<file path="src/rtl/canvas_arb_pkg.sv">
// Shared constants and types for the canvas RAM arbiter.
package canvas_arb_pkg;

  localparam int unsigned DEF_ADDR_W     = 15;
  localparam int unsigned DEF_DATA_W     = 3;
  localparam int unsigned DEF_N_REQ      = 3;
  localparam int unsigned DEF_RD_LATENCY = 2;

  // Requester slots on the arbiter ports
  localparam int unsigned REQ_CLEAR = 0;
  localparam int unsigned REQ_DRAW  = 1;
  localparam int unsigned REQ_SAVE  = 2;

  localparam int unsigned REQ_ID_W = $clog2(DEF_N_REQ);

  // One slot of the read-return pipeline
  typedef struct packed {
    logic                valid;
    logic [REQ_ID_W-1:0] id;
  } rd_tag_t;

endpackage

</file>
<file path="src/rtl/arb_pick.sv">
// One-hot picker: first set request at or after start, wrapping past N-1.
module arb_pick #(
  parameter int unsigned N     = 3,
  parameter int unsigned IDX_W = 2
) (
  input  logic [N-1:0]     req,
  input  logic [IDX_W-1:0] start,
  output logic [N-1:0]     gnt
);

  logic [2*N-1:0] dbl;
  logic [2*N-1:0] rot;
  logic [N-1:0]   first;

  // Rotate so start sits at bit 0, take lowest set bit, rotate back
  always_comb begin
    dbl   = {req, req} >> start;
    first = '0;
    for (int i = int'(N) - 1; i >= 0; i--) begin
      if (dbl[i]) begin
        first    = '0;
        first[i] = 1'b1;
      end
    end
    rot = {{N{1'b0}}, first} << start;
    gnt = rot[N-1:0] | rot[2*N-1:N];
  end

endmodule

</file>
<file path="src/rtl/canvas_ram_arbiter.sv">
// Arbitrates the single-port canvas RAM between clear, draw and save
// requesters, issues registered commands and routes read data back.
// Define ARB_ROUND_ROBIN_EN for round-robin; otherwise fixed priority
// (lowest index wins).
module canvas_ram_arbiter
  import canvas_arb_pkg::*;
#(
  parameter int unsigned ADDR_W     = DEF_ADDR_W,
  parameter int unsigned DATA_W     = DEF_DATA_W,
  parameter int unsigned N_REQ      = DEF_N_REQ,
  parameter int unsigned RD_LATENCY = DEF_RD_LATENCY
) (
  input  logic                     iClk,
  input  logic                     iReset,
  input  logic [N_REQ-1:0]         iReq,
  input  logic [N_REQ-1:0]         iWe,
  input  logic [N_REQ-1:0]         iLock,
  input  logic [N_REQ*ADDR_W-1:0]  iAddr,
  input  logic [N_REQ*DATA_W-1:0]  iData,
  output logic [N_REQ-1:0]         oGnt,
  output logic [N_REQ-1:0]         oRdValid,
  output logic [DATA_W-1:0]        oRdData,
  output logic [ADDR_W-1:0]        oAddress,
  output logic [DATA_W-1:0]        oData,
  output logic                     oWren,
  output logic                     oChipSelect,
  input  logic [DATA_W-1:0]        iQ,
  output logic                     oBusy
);

  // Requester ids are sized for the package default requester count
  localparam int unsigned ID_W = REQ_ID_W;

  logic              prev_valid;
  logic [ID_W-1:0]   prev_id;
  logic [N_REQ-1:0]  prev_onehot;
  logic              lock_hit;
  logic [N_REQ-1:0]  pick_gnt;
  logic [ID_W-1:0]   pick_start;
  logic              transfer;
  logic [ID_W-1:0]   gnt_id;
  logic              sel_we;
  logic              sel_lock;
  logic [ADDR_W-1:0] sel_addr;
  logic [DATA_W-1:0] sel_data;
  rd_tag_t           cmd_tag;
  rd_tag_t           rd_pipe [RD_LATENCY];
  logic              busy_next;

`ifdef ARB_ROUND_ROBIN_EN
  logic [ID_W-1:0] rr_ptr;

  // Search pointer moves to the slot after each granted requester
  always_ff @(posedge iClk or posedge iReset) begin
    if (iReset) begin
      rr_ptr <= ID_W'(REQ_CLEAR);
    end else if (transfer) begin
      rr_ptr <= (gnt_id == ID_W'(N_REQ - 1)) ? '0 : gnt_id + ID_W'(1);
    end
  end

  assign pick_start = rr_ptr;
`else
  assign pick_start = '0;
`endif

  arb_pick #(
    .N     (N_REQ),
    .IDX_W (ID_W)
  ) u_pick (
    .req   (iReq),
    .start (pick_start),
    .gnt   (pick_gnt)
  );

  // A held lock from last cycle's winner overrides normal arbitration
  assign prev_onehot = N_REQ'(1) << prev_id;
  assign lock_hit    = prev_valid && |(prev_onehot & iReq & iLock);
  assign oGnt        = lock_hit ? prev_onehot : pick_gnt;
  assign transfer    = |oGnt;

  // Encode the winner and select its command fields
  always_comb begin
    gnt_id   = '0;
    sel_we   = 1'b0;
    sel_lock = 1'b0;
    sel_addr = '0;
    sel_data = '0;
    for (int unsigned k = 0; k < N_REQ; k++) begin
      if (oGnt[k]) begin
        gnt_id   = ID_W'(k);
        sel_we   = iWe[k];
        sel_lock = iLock[k];
        sel_addr = iAddr[k*ADDR_W +: ADDR_W];
        sel_data = iData[k*DATA_W +: DATA_W];
      end
    end
  end

  // Command register toward the memory controller; address/data hold when idle
  always_ff @(posedge iClk or posedge iReset) begin
    if (iReset) begin
      oChipSelect <= 1'b0;
      oWren       <= 1'b0;
      oAddress    <= '0;
      oData       <= '0;
      prev_valid  <= 1'b0;
      prev_id     <= '0;
      cmd_tag     <= '0;
    end else begin
      oChipSelect   <= transfer;
      oWren         <= transfer && sel_we;
      prev_valid    <= transfer;
      cmd_tag.valid <= transfer && !sel_we;
      cmd_tag.id    <= gnt_id;
      if (transfer) begin
        oAddress <= sel_addr;
        oData    <= sel_data;
        prev_id  <= gnt_id;
      end
    end
  end

  // Busy for the next cycle: any read still heading back, or a lock carried over
  always_comb begin
    busy_next = (transfer && !sel_we) || (transfer && sel_lock) || cmd_tag.valid;
    for (int unsigned s = 0; s + 1 < RD_LATENCY; s++) begin
      busy_next = busy_next || rd_pipe[s].valid;
    end
  end

  // Read-return pipeline: last stage lines up with iQ for its command
  always_ff @(posedge iClk or posedge iReset) begin
    if (iReset) begin
      for (int unsigned s = 0; s < RD_LATENCY; s++) begin
        rd_pipe[s] <= '0;
      end
      oRdValid <= '0;
      oRdData  <= '0;
      oBusy    <= 1'b0;
    end else begin
      rd_pipe[0] <= cmd_tag;
      for (int unsigned s = 1; s < RD_LATENCY; s++) begin
        rd_pipe[s] <= rd_pipe[s-1];
      end
      oRdValid <= rd_pipe[RD_LATENCY-1].valid ? (N_REQ'(1) << rd_pipe[RD_LATENCY-1].id) : '0;
      if (rd_pipe[RD_LATENCY-1].valid) begin
        oRdData <= iQ;
      end
      oBusy <= busy_next;
    end
  end

endmodule
</file>
<file path="config.mk">
export PLATFORM = sky130hd
export DESIGN_NAME = canvas_ram_arbiter
export DESIGN_NICKNAME = d
export VERILOG_FILES = /design/src/rtl/canvas_arb_pkg.sv /design/src/rtl/arb_pick.sv /design/src/rtl/canvas_ram_arbiter.sv
export SDC_FILE = /design/constraint.sdc
export NUM_CORES = 1
export LEC_CHECK = 0
export CAP_MARGIN = 10
export CORE_AREA = 8 8 76 78
export CTS_CLUSTER_SIZE = 14
export DETAILED_ROUTE_END_ITERATION = 16
export DIE_AREA = 0 0 84 86
export PLACE_DENSITY = 0.82
export SYNTH_ARGS = -nofsm -noshare
export SYNTH_HDL_FRONTEND = slang
export SYNTH_SLANG_ARGS = --single-unit
</file>
<file path="constraint.sdc">
create_clock -name iClk -period 3.8 [get_ports iClk]
set_input_delay 0.76 -clock iClk [delete_from_list [all_inputs] [get_ports iClk]]
set_output_delay 0.76 -clock iClk [all_outputs]
set_load 0.03 [all_outputs]
</file>
==> images/met3.png <==
Scale: 6 px per um.
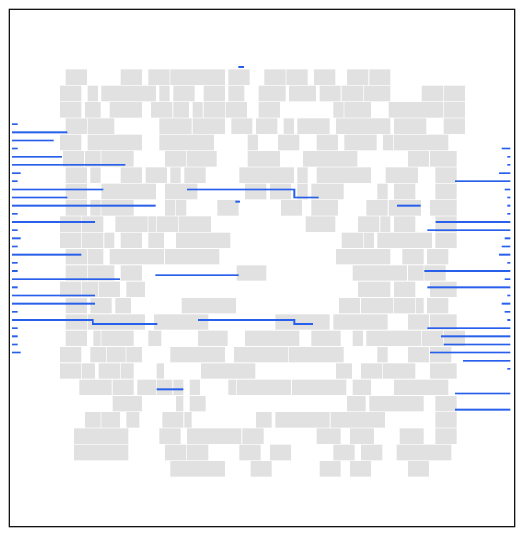
nets with wire on the layer = 63
wire length on this layer = 410 um
main direction = horizontal
share of all routed wire = 8.0%
Global Route met3 Usage: 6.161%
WL final: 5.114 mm
Vias: 1,554

==> images/port_nets.png <==
Scale: 3 px per um.
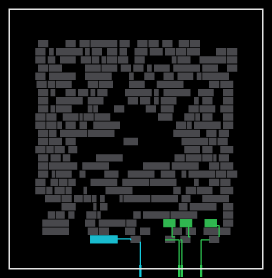
cyan -> oWren  # direction output, edge bottom, end cells 1, wire 13.3 um
green -> iQ  # direction input, edge bottom, end cells 3, wire 49.3 um
Buffers on Ports: 97
Top Ports: 98

==> images/clock_map.png <==
Scale: 4 px per um.
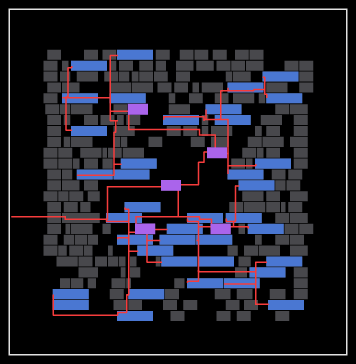
purple -> cells driving clock nets  # count 5
blue -> flip-flops  # count 38
red -> clock wires  # length 457 um
routed clock nets = 6
Clk. pwr: 0.000254 W
Clock Skews: 0.002283 ns
clk latency late pin: 0.28 ns
clock share of power: 23.1%

==> images/final_congestion.png <==
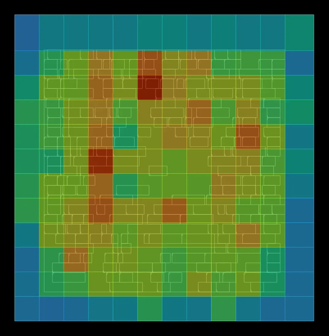
final core occ: 63.86%
met2 usage: 23.23%
busiest grt layer: met2

==> images/density.png <==
Scale: 4 px per um. 8 x 9 tiles, from dark blue (low) to red (high), 0 to 100% covered.
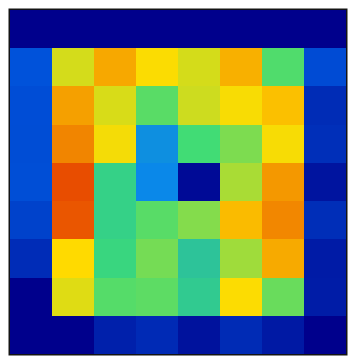
nearly empty tiles = 17%
fullest tile = 91%
tiles over 75% full = 17%
core area: 4598 sq um
Initial Util: 40.14%

[power groups by stage]
stage	clock, W	sequential [W]	combinational (W)
floorplan	0	0.000556	0.000128
global placement	0	0.000484	0.000369
detailed placement	0	0.000487	0.000374
CTS	0.000266	0.000479	0.000375
global route	0.000282	0.000485	0.000393
finish	0.000254	0.000479	0.000369
[path summary, 6_finish.rpt]
check / to / slack, ns
worst max register to register: oAddress[13]$_DFFE_PP0P_ / 1.87
worst max-delay path: oGnt[0] / 0.51
max in group asynchronous: oData[0]$_DFFE_PP0P_ / 2.58
min in group asynchronous: oAddress[2]$_DFFE_PP0P_ / 0.89
worst min register to register: rd_pipe[0]$_DFF_PP0_ / 0.35
worst min-delay path: rd_pipe[0]$_DFF_PP0_ / 0.35
==> deck_impl_summary.md <==
Synthesis and Place & Route Summary

Timing
  – Hold Fails Final Rpt: 0

Worst setup path
  – Critical path type: input pin to output pin
  – Reg2Reg Depth: 5
  – Highest-delay cell along the critical path: clkdlybuf4s50_1
  – Buf/Inv on CP: 3

Flow run
  – Max-Cap Viols: 0

Cells and area
  – Nonclk buf count: 101
  – Layout clock buffers: 5

Detailed routing
  – DRT met1 WL: 2.213 mm

Clocking
  – H-tree depth: 2
  – Setup bufs post-CTS: 0

Logic synthesis
  – Mux area share: 1.831%
  – Synth Seq Share: 51.53%
  – XOR/XNOR Area Share: 0%
  – Synthesized instance count: 135
  – Yosys chip area: 1846 sq um
  – Synth flops: 38
  – Main area contributors: dfrtp_1 52%, a2bb2oi_2 15%, a22oi_2 8.1%
  – Most common reg cell: dfrtp_1

Global routing
  – Initial antenna violation count: 0
  – Vias in the first global route: 1,728

Power and ir drop
  – Power share of the sequential group: 43.4%
  – Overall power: 0.001102 W

Place
  – Setup Slack @ Placement: 0.5155 ns

Status
  – Status: completed
Power figures rest on the tool's default switching activity, not on a simulated workload.
